### Port wiring, run 1

Scale: 8 px per um.
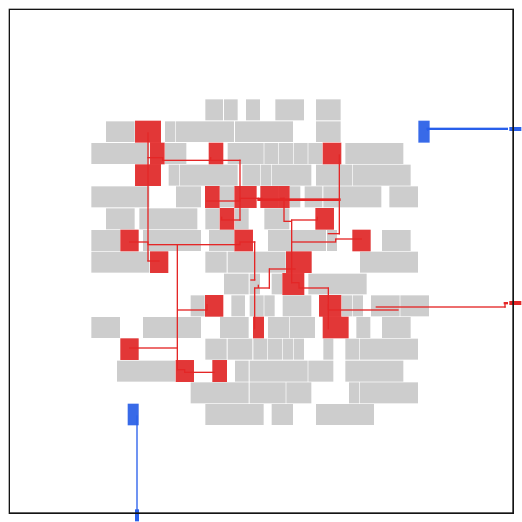
### Wiring heat map, run 1

Scale: 6 px per um. 13 x 13 tiles, from white (low) to dark blue (high), scaled to the fullest tile. Values are wire area over tile area, all layers added.
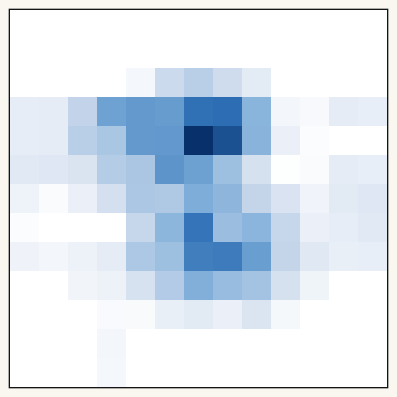
### Clock wires, drivers and flops, run 1

Scale: 8 px per um.
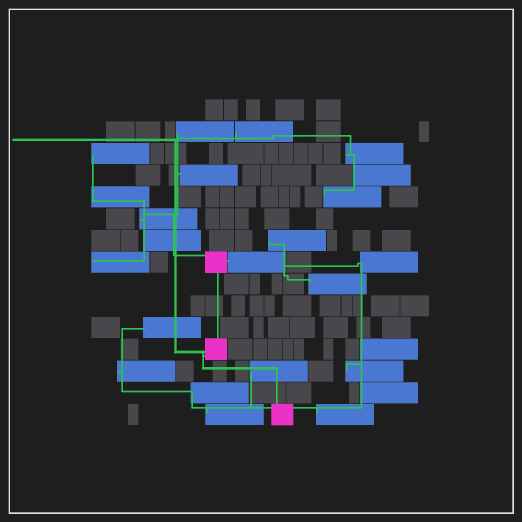
Design input_conditioner, sky130hd; sources not shown.
==> flow_summary.yaml, run 1 <==
# implementation run metrics
outcome:
  status: "finished, final reports clean"
routing:
  wl_met3_um: 123
  viasPerCell: 5.72
  detail-route-antenna-nets: 0
final_layout:
  post-route-util_pct: 65.1
  sh_seq_area_pct: 42.7
  final-clk-cell-share_pct: 2.00
  sh_comb_area_pct: 42.5
  logic_area_sq_um: 478
  inv_count: 4
  logic_gates: 73
  num-nonclk-buffers: 11
  fill_cells: 146
  regArea_sq_um: 480
  layout_top_cells: "24 x dfxtp_1, 12 x nand3_1, 8 x clkdlybuf4s50_1"
  largest_cell_class: "flip-flops and latches"
  final_cells: 140
global_route:
  met1_usage_pct: 11.6
  overflow: 0
  antenna_found_initial: 0
  grtUsageMet2_pct: 14.7
  grt_max_degree: 13
  gr-max-usage-layer: "met2"
logic_synthesis:
  ys_sh_mux_pct: 0
  top_area_share_pct: 46.0
  ys.flops: 24
  yosysWarningCount: 0
  largest_area_cell: "dfxtp_1"
  yosys.area_share.aoi_pct: 10.4
  ys_sh_xor_pct: 3.35
  synthTopLogicFamily: "simple AND/OR/NAND/NOR gates"
  synth-seq-area-share_pct: 46.0
  edf_count: 0
  netlist_area_sq_um: 1040
timing:
  fin_tns_setup_ns: 0
  max_freq_ghz: 0.521
  relSlewSlack_pct: 64.4
  worstMarginPinSlew_ns: 0.533
  period_used_pct: 91.5
power:
  power_density_nw_per_um2: 621
  p_int_mw: 0.543
  p_seq_share_pct: 67.3
  p_leak_nw: 0.395
job:
  tool_warnings: 26
  maxCapViolations: 0
cts:
  holdBufCountCts: 0
  cts_buffer_depth: 2
  root_buffer: "clkbuf_4"
  cts.repair.resized: 0
floorplan:
  core-area_sq_um: 1730
  chipArea_sq_um: 3950
  tapCellCount: 25
  fp.dieH_um: 62.8
worst_setup_path:
  cp-end-kind: "output pin"
  path_class: "reg -> out"
  cp_num_buf_inv: 1
  path_max_fanout: 1
  arrival_ns: 1.30
placement:
  post_dp_cell_area_sq_um: 1110
  preCtsSetupSlack_ns: 0.144
  globalplace.congestion: 0.808
  placed_cells: 137
min_path:
  holdPathStages: 1
Back to the opening pictures, 'Port wiring':
- blue: toggle_out (bits 2; direction output; end cells 2; wire 21.8 um)
- red: rst (bits 1; direction input; end cells 24; wire 195 um)
Port Buffers: 9
# IOs: 12

Back to the opening pictures, 'Wiring heat map':
- tiles over half the peak: 8.9%
- mean over tiles: 0.078
- densest ninth of the die: centre
- emptiest ninth of the die: lower left
wire per inst: 13.6 um
total number of vias: 801
GRT Total Usage: 10.0%
Final Routed Wirelength: 1900 um

Back to the opening pictures, 'Clock wires, drivers and flops':
- magenta: cells driving clock nets (count 3)
- green: clock wires (length 261 um)
- blue: flip-flops (count 24)
- routed clock nets: 4
Clk power: 0.191 mW
Clock power frac: 27.4%

### Logic cells by family, run 1

Scale: 6 px per um.
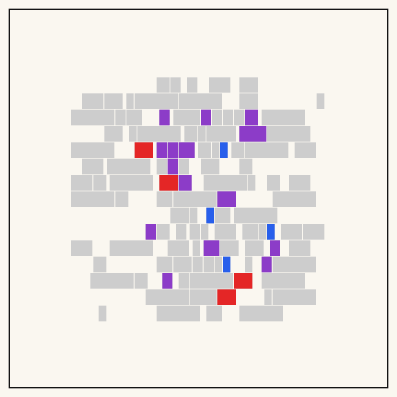

==> run 2, diff against run 1 <==
--- a/config.mk
+++ b/config.mk
@@ -6,6 +6,7 @@
 export NUM_CORES = 1
 export LEC_CHECK = 0
 export CAP_MARGIN = 20
+export CORE_ASPECT_RATIO = 1.2
 export CORE_MARGIN = 10
 export CORE_UTILIZATION = 57
 export CTS_CLUSTER_SIZE = 25
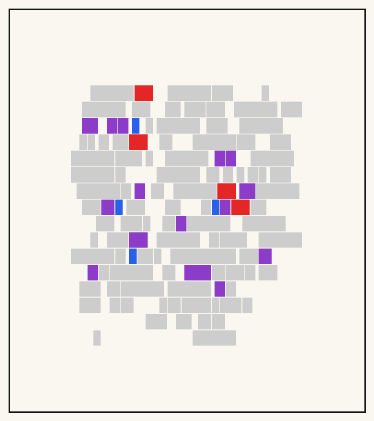
*Logic cells by family, run 2*
Scale: 6 px per um.
- purple: inverting AOI/OAI gates (cells 15; most used a21oi_1; where centre)
- blue: inverters (cells 4; most used inv_1)
- red: XOR/XNOR gates (cells 4; where centre)
non-filler cells, final: 133
Commonest Layout Cell: dfxtp_1

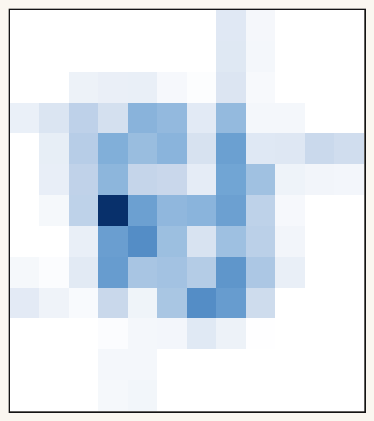
*Wiring heat map, run 2*
Scale: 6 px per um. 12 x 13 tiles, from white (low) to dark blue (high), scaled to the fullest tile. Values are wire area over tile area, all layers added.
Final Routed Wirelength: 1940 um
GRT Total Usage: 10.4%
wire per inst: 14.6 um

==> flow_summary.yaml, run 2 <==
# implementation run metrics
outcome:
  status: "finished, final reports clean"
final_layout:
  regArea_sq_um: 480
  final-clk-cell-share_pct: 4.60
  sh_comb_area_pct: 41.8
  num-nonclk-buffers: 10
  ff_count: 24
  sh_seq_area_pct: 42.1
  inv_count: 4
  layout_top_cells: "24 x dfxtp_1, 12 x nand3_1, 9 x clkdlybuf4s50_1"
  largest_cell_class: "flip-flops and latches"
  post-route-util_pct: 67.9
  fill_cells: 152
  logic_area_sq_um: 478
  num_antenna_cells: 0
  syn_to_final_growth_pct: 9.34
  logic_gates: 73
worst_setup_path:
  arrival_ns: 1.32
  path_max_fanout: 1
  cp-end-kind: "output pin"
  cp.depth: 1
  path_class: "reg -> out"
  cp_slowest_cell: "clkdlybuf4s50_1"
  cp_num_buf_inv: 1
global_route:
  met1_usage_pct: 10.6
  overflow: 0
  grt_pass1_vias: 761
  gr-max-usage-layer: "met2"
  grtUsageMet2_pct: 17.6
  antenna_found_initial: 0
  grt_max_degree: 20
placement:
  preCtsSetupSlack_ns: 0.266
  globalplace.congestion: 0.837
  dpl.hpwl_um: 1460
  placed_cells: 129
  post_dp_cell_area_sq_um: 1090
  port_buffers: 9
power:
  p_leak_nw: 0.407
  p_seq_share_pct: 56.1
  powerComb_mw: 0.0369
  power_frac_comb_pct: 4.4
  powerClk_mw: 0.331
  peakVddDrop_uv: 510
  p_clk_share_pct: 39.5
  p_int_mw: 0.670
  power_density_nw_per_um2: 734
cts:
  cts.sinks: 24
  holdBufCountCts: 0
  cts_buffer_depth: 2
  root_buffer: "clkbuf_4"
  htree_levels: 1
  cts.repair.resized: 0
timing:
  period_used_pct: 92.2
  period_needed_ns: 1.94
  max_freq_ghz: 0.517
  worstMarginPinSlew_ns: 0.778
  fin_tns_setup_ns: 0
  rsz0062_at_grt: "no"
  relSlewSlack_pct: 48.1
routing:
  viasPerCell: 6.02
  wl_met3_um: 81
  detail-route-antenna-nets: 0
  routed-via-count: 801
  first_iter_violations: 30
  wl_met1_um: 840
floorplan:
  die_w_um: 59.1
  io-pin-count: 12
  chipArea_sq_um: 3950
  tapCellCount: 18
  core-area_sq_um: 1680
  fp.dieH_um: 66.9
logic_synthesis:
  synthTopLogicFamily: "simple AND/OR/NAND/NOR gates"
  yosys.area_share.aoi_pct: 10.4
  top_area_share_pct: 46.0
  ys_sh_mux_pct: 0
  edf_count: 0
  ys.flops: 24
  netlist_area_sq_um: 1040
  yosysWarningCount: 0
  ys_sh_xor_pct: 3.35
  synth-seq-area-share_pct: 46.0
  largest_area_cell: "dfxtp_1"
job:
  tool_warnings: 26
  maxCapViolations: 0
min_path:
  holdPathStages: 1
  worstHoldPathType: "reg -> reg"
Power and IR drop assume default switching activity.
